===== src/rtl/alpu_pipe_sched.sv =====
// Issue scheduler / pipeline sequencer for the 3-stage piped ALPU: round-robin issue,
// shadow valid/id/tag tracking, result handshake. Optional perf counters: ALPU_SCHED_PERF_EN.
module alpu_pipe_sched #(
    parameter int unsigned REG_WIDTH = 16,
    parameter int unsigned NUM_REQ   = 2,
    parameter int unsigned TAG_WIDTH = 4,
    localparam int unsigned ID_W     = (NUM_REQ > 1) ? $clog2(NUM_REQ) : 1
) (
    input  logic                           clk,
    input  logic                           reset,
    input  logic                           flush,
    input  logic [NUM_REQ-1:0]             req_valid,
    output logic [NUM_REQ-1:0]             req_ready,
    input  logic [NUM_REQ*REG_WIDTH-1:0]   req_a,
    input  logic [NUM_REQ*REG_WIDTH-1:0]   req_b,
    input  logic [NUM_REQ*8-1:0]           req_ctrl,
    input  logic [NUM_REQ-1:0]             req_cin,
    input  logic [NUM_REQ*TAG_WIDTH-1:0]   req_tag,
    output logic [REG_WIDTH-1:0]           alpu_a,
    output logic [REG_WIDTH-1:0]           alpu_b,
    output logic [7:0]                     alpu_ctrl,
    output logic                           alpu_cin,
    output logic                           alpu_pipe_active,
    output logic                           alpu_reset_n,
    input  logic [REG_WIDTH-1:0]           alpu_out,
    input  logic                           alpu_cout,
    output logic                           res_valid,
    input  logic                           res_ready,
    output logic [REG_WIDTH-1:0]           res_data,
    output logic                           res_cout,
    output logic [ID_W-1:0]                res_id,
    output logic [TAG_WIDTH-1:0]           res_tag
`ifdef ALPU_SCHED_PERF_EN
    ,
    output logic [31:0]                    perf_issued,
    output logic [31:0]                    perf_stall_cycles,
    output logic [31:0]                    perf_bubbles
`endif
);

    logic                 v0_q, v1_q, v2_q, v0_d, v1_d, v2_d;
    logic [ID_W-1:0]      id0_q, id1_q, id2_q, id0_d, id1_d, id2_d;
    logic [TAG_WIDTH-1:0] tag0_q, tag1_q, tag2_q, tag0_d, tag1_d, tag2_d;
    logic [ID_W-1:0]      rr_q, rr_d;

    logic                 stall;
    logic                 can_issue;
    logic                 issue;
    logic [ID_W-1:0]      gnt_id;
    logic [TAG_WIDTH-1:0] gnt_tag;
    logic [ID_W-1:0]      rr_adv;
    int unsigned          p;

    // First valid requester at or after rr_q (with wrap) wins; its fields drive the ALPU.
    always_comb begin
        stall     = v2_q & ~res_ready;
        can_issue = ~stall & ~flush & ~reset;
        issue     = 1'b0;
        gnt_id    = '0;
        gnt_tag   = '0;
        rr_adv    = rr_q;
        req_ready = '0;
        alpu_a    = '0;
        alpu_b    = '0;
        alpu_ctrl = '0;
        alpu_cin  = 1'b0;
        p         = 0;
        for (int unsigned i = 0; i < NUM_REQ; i++) begin
            p = 32'(rr_q) + i;
            if (p >= NUM_REQ) p = p - NUM_REQ;
            if (can_issue && !issue && req_valid[p]) begin
                issue        = 1'b1;
                gnt_id       = ID_W'(p);
                gnt_tag      = req_tag[p*TAG_WIDTH +: TAG_WIDTH];
                req_ready[p] = 1'b1;
                alpu_a       = req_a[p*REG_WIDTH +: REG_WIDTH];
                alpu_b       = req_b[p*REG_WIDTH +: REG_WIDTH];
                alpu_ctrl    = req_ctrl[p*8 +: 8];
                alpu_cin     = req_cin[p];
                rr_adv       = (p + 1 == NUM_REQ) ? '0 : ID_W'(p + 1);
            end
        end
    end

    always_comb begin
        v0_d   = v0_q;
        v1_d   = v1_q;
        v2_d   = v2_q;
        id0_d  = id0_q;
        id1_d  = id1_q;
        id2_d  = id2_q;
        tag0_d = tag0_q;
        tag1_d = tag1_q;
        tag2_d = tag2_q;
        rr_d   = rr_q;
        if (flush) begin
            v0_d = 1'b0;
            v1_d = 1'b0;
            v2_d = 1'b0;
        end else if (!stall) begin
            v0_d   = issue;
            v1_d   = v0_q;
            v2_d   = v1_q;
            id0_d  = issue ? gnt_id : '0;
            id1_d  = id0_q;
            id2_d  = id1_q;
            tag0_d = issue ? gnt_tag : '0;
            tag1_d = tag0_q;
            tag2_d = tag1_q;
        end
        if (issue) rr_d = rr_adv;
    end

`ifdef ALPU_SCHED_PERF_EN
    logic [31:0] perf_issued_q, perf_stall_q, perf_bubbles_q;
    logic [31:0] perf_issued_d, perf_stall_d, perf_bubbles_d;

    always_comb begin
        perf_issued_d  = perf_issued_q + 32'(issue);
        perf_stall_d   = perf_stall_q + 32'(stall);
        perf_bubbles_d = perf_bubbles_q + 32'(~v2_q & ~stall);
    end

    always_ff @(posedge clk) begin
        if (reset) begin
            perf_issued_q  <= '0;
            perf_stall_q   <= '0;
            perf_bubbles_q <= '0;
        end else begin
            perf_issued_q  <= perf_issued_d;
            perf_stall_q   <= perf_stall_d;
            perf_bubbles_q <= perf_bubbles_d;
        end
    end

    assign perf_issued       = perf_issued_q;
    assign perf_stall_cycles = perf_stall_q;
    assign perf_bubbles      = perf_bubbles_q;
`endif

    always_ff @(posedge clk) begin
        if (reset) begin
            v0_q   <= 1'b0;
            v1_q   <= 1'b0;
            v2_q   <= 1'b0;
            id0_q  <= '0;
            id1_q  <= '0;
            id2_q  <= '0;
            tag0_q <= '0;
            tag1_q <= '0;
            tag2_q <= '0;
            rr_q   <= '0;
        end else begin
            v0_q   <= v0_d;
            v1_q   <= v1_d;
            v2_q   <= v2_d;
            id0_q  <= id0_d;
            id1_q  <= id1_d;
            id2_q  <= id2_d;
            tag0_q <= tag0_d;
            tag1_q <= tag1_d;
            tag2_q <= tag2_d;
            rr_q   <= rr_d;
        end
    end

    // Result side is forced to zero while reset is asserted, independent of ALPU contents.
    assign alpu_pipe_active = ~stall | reset;
    assign alpu_reset_n     = ~reset;
    assign res_valid        = v2_q & ~reset;
    assign res_data         = reset ? '0 : alpu_out;
    assign res_cout         = reset ? 1'b0 : alpu_cout;
    assign res_id           = reset ? '0 : id2_q;
    assign res_tag          = reset ? '0 : tag2_q;

endmodule


===== config.mk =====
export PLATFORM = sky130hd
export DESIGN_NAME = alpu_pipe_sched
export DESIGN_NICKNAME = d
export VERILOG_FILES = /design/src/rtl/alpu_pipe_sched.sv
export SDC_FILE = /design/constraint.sdc
export NUM_CORES = 1
export LEC_CHECK = 0
export ABC_AREA = 1
export CAP_MARGIN = 10
export CORE_AREA = 3 3 68 70
export CTS_BUF_LIST = sky130_fd_sc_hd__clkbuf_16
export CTS_CLUSTER_SIZE = 8
export DETAILED_ROUTE_END_ITERATION = 8
export DIE_AREA = 0 0 71 73
export DONT_BUFFER_PORTS = 1
export SYNTH_ARGS = -nofsm -noshare
export SYNTH_HDL_FRONTEND = slang
export SYNTH_SLANG_ARGS = --single-unit

===== constraint.sdc =====
create_clock -name clk -period 1.6 [get_ports clk]
set_input_delay 0.16 -clock clk [delete_from_list [all_inputs] [get_ports clk]]
set_output_delay 0.16 -clock clk [all_outputs]
set_load 0.05 [all_outputs]

==> images/met3.png <==
(6 px per um)
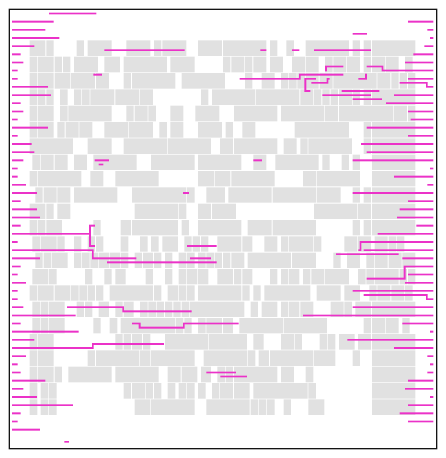
share of all routed wire: 10%
wire length on this layer: 693 um
nets with wire on the layer: 122
longest straight run: 21.4 um

==> images/met2.png <==
(6 px per um)
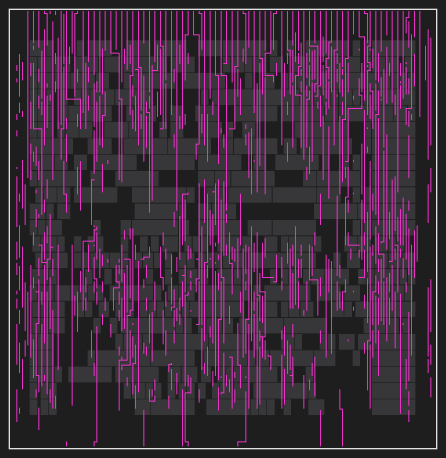
share of all routed wire: 55%
nets with wire on the layer: 432

==> images/pins.png <==
(6 px per um) Pins as bars across the die edge, other pins in gray.
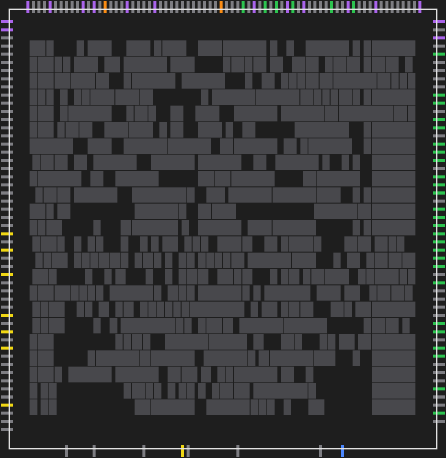
legend:
  orange:
    port: req_valid
    pins: 2
    direction: input
    edge: top
  blue:
    port: reset
    pins: 1
    direction: input
    edge: bottom
  purple:
    port: alpu_a
    pins: 16
    direction: output
    edge: 12 top, 2 left, 2 right
  green:
    port: req_b
    pins: 32
    direction: input
    edge: 26 right, 6 top
  yellow:
    port: req_tag
    pins: 8
    direction: input
    edge: 7 left, 1 bottom
all pins by edge: 72 top, 51 left, 50 right, 8 bottom

==> flow_metrics.py <==
# Metrics from the implementation run
metrics = {
    "outcome": {
        "status": "finished with violations",
        "violations": "negative setup slack",
    },
    "die": {
        "io_pins": 181,
        "core-area_sq_um": 4030,
        "die_h_um": 73,
        "die_area_sq_um": 5180,
        "die_w_um": 71,
    },
    "critical_path": {
        "r2r_end": "tag0_q[1]",
        "reg2reg_depth": 9,
        "worstSetupStartpointType": "register",
        "crit_type": "register to output port",
        "critPathCaptureType": "output port",
        "worstPathArrival_ns": 1.47,
    },
    "detailed_routing": {
        "drc": 0,
    },
    "final_layout": {
        "nets": 502,
        "layout_top_cell": "nand2_1",
        "syn_to_final_growth_pct": 93.9,
        "stdcell_count": 438,
        "final.fill_count": 260,
        "final_layout_size_suffix_gt1_share_pct": 42.3,
        "diodes": 0,
    },
    "clock_network": {
        "cts_tree": "built",
        "numCtsBuffers": 3,
        "numClockSinks": 19,
        "ctsHtreeMaxLevel": 1,
        "insertion_delay_ns": 0.25,
    },
    "place": {
        "dp_worst_setup_slack_ns": 0.106,
        "postPlaceCellArea_sq_um": 2730,
        "port_buffers": 0,
    },
    "synthesis": {
        "ys.flop_type": "dfxtp_1",
        "ys_types": 22,
        "synth_warnings": 0,
        "ys_area_sq_um": 1630,
        "synthArstFlopShare_pct": 0,
        "yosys.stat.seqShare_pct": 23.3,
        "synth_flop_count": 19,
        "most_common_cell": "nand2_1",
        "ys_cells": 315,
        "synthCells": 315,
    },
    "sta": {
        "timing.final.crit_share_pct": 102,
        "fin_hold_ws_ns": 0.0595,
        "hold_viol": 0,
        "slew_violations": 0,
        "fin_tns_setup_ns": -0.0999,
        "worst_slew_pin_slew_ns": 0.398,
        "max_freq_mhz": 615,
        "max-slew-margin-rel_pct": 73.5,
        "setup_viol": 9,
        "min_period_ns": 1.63,
        "worst_slack_ns": -0.0257,
        "rsz0062_at_grt": "true",
    },
    "power_and_ir_drop": {
        "finalPower_w": 0.00186,
    },
    "global_routing": {
        "grt_max_degree": 43,
        "grt_pass1_vias": 1988,
        "grt_pass1_wl_mm": 9.14,
        "grt_antenna_before_repair": 0,
    },
    "worst_hold_path": {
        "hp-class": "primary input to register",
    },
    "flow_run": {
        "openroad.warnings": 28,
        "maxCapViolCount": 0,
    },
}
==> images/wire_density.png <==
(4 px per um) 14 x 15 tiles, from dark blue (low) to red (high), scaled to the fullest tile. Values are wire area over tile area, all layers added.
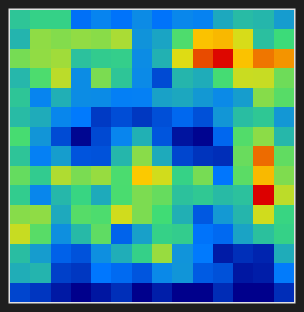
emptiest ninth of the die: lower right
nearly empty tiles: 3.8%
densest ninth of the die: upper right
mean over tiles: 0.22
tiles over half the peak: 30%
Total GRT Usage: 21.8%
routed vias: 2219
final wirelength: 6.90 mm
routed len/inst: 15.7 um

==> images/final_congestion.png <==
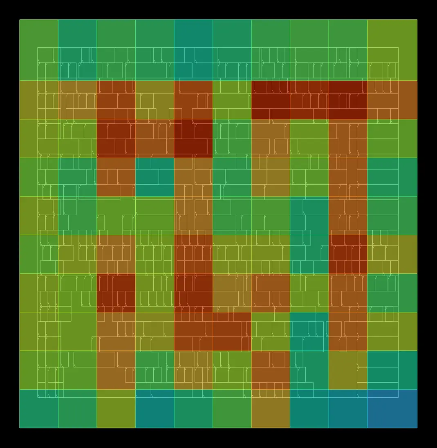
Final Util: 78.6%
grt met2 use: 43.3%
met3 usage: 6.89%
busiest grt layer: met2

cell type report:
cell class	count	area (sq um)	area share [%]
clock inverters	1	5.00	0.158
clock buffers	3	75.1	2.37
well taps	50	62.6	1.98
inverters	46	185	5.85
flip-flops and latches	19	383	12.1
multi-input cells	237	1230	38.8
repair buffers	82	1230	38.8
where the power goes:
part           switching (W)  internal [W]  total [W]
Combinational       0.000506      0.000330   0.000835
Sequential         0.0000122      0.000502   0.000514
Clock               0.000174      0.000335   0.000508
Total               0.000691       0.00117    0.00186
critical path, stage by stage (launching register included):
cell      delay, ns
dfxtp_2        0.33
nand2_4        0.08
nand2_4        0.08
clkinv_4       0.07
nand3_4        0.09
inv_8          0.11
buf_12         0.14
nand2_1        0.08
nand2_2        0.09
buf_12         0.14
kinds of logic after synthesis:
family	count (synthesis)	share of synthesized area [%]
buf+inv	59	16.9
simple gates	220	54.2
compound gates	17	5.67
flops	19	23.3
layer usage:
| metal | vias to the layer above | share of wire (%) | track usage [%] |
|---|---|---|---|
| li1 | 1067 | - | - |
| met1 | 989 | 33 | 22.0 |
| met2 | 151 | 55 | 43.3 |
| met3 | 12 | 10 | 6.89 |
| met4 | 0 | 1.6 | 5.01 |
| met5 | - | 0 | 0 |
worst max path at each step:
stage                      from           end  slack, ns  cells after the start
final                      v2_q     alpu_b[3]      -0.03                      9
after global routing       v2_q     alpu_b[3]      -0.11                      9
after CTS                  v2_q    alpu_a[13]      -0.02                      9
after detailed placement   v2_q  alpu_ctrl[5]       0.11                      9
after global placement     v2_q    alpu_b[15]       0.17                      9
after floorplan           reset    alpu_a[10]      0.005                      7
repair_timing:
item,4_1_cts,5_1_grt
pin swaps,1,8
gates resized,28,55
buffers inserted,2,0
gates cloned,0,3
setup endpoints to repair,42,41
endpoints found under the hold margin,2,0
hold buffers,1,0
Power is estimated from default activity; no workload was simulated.
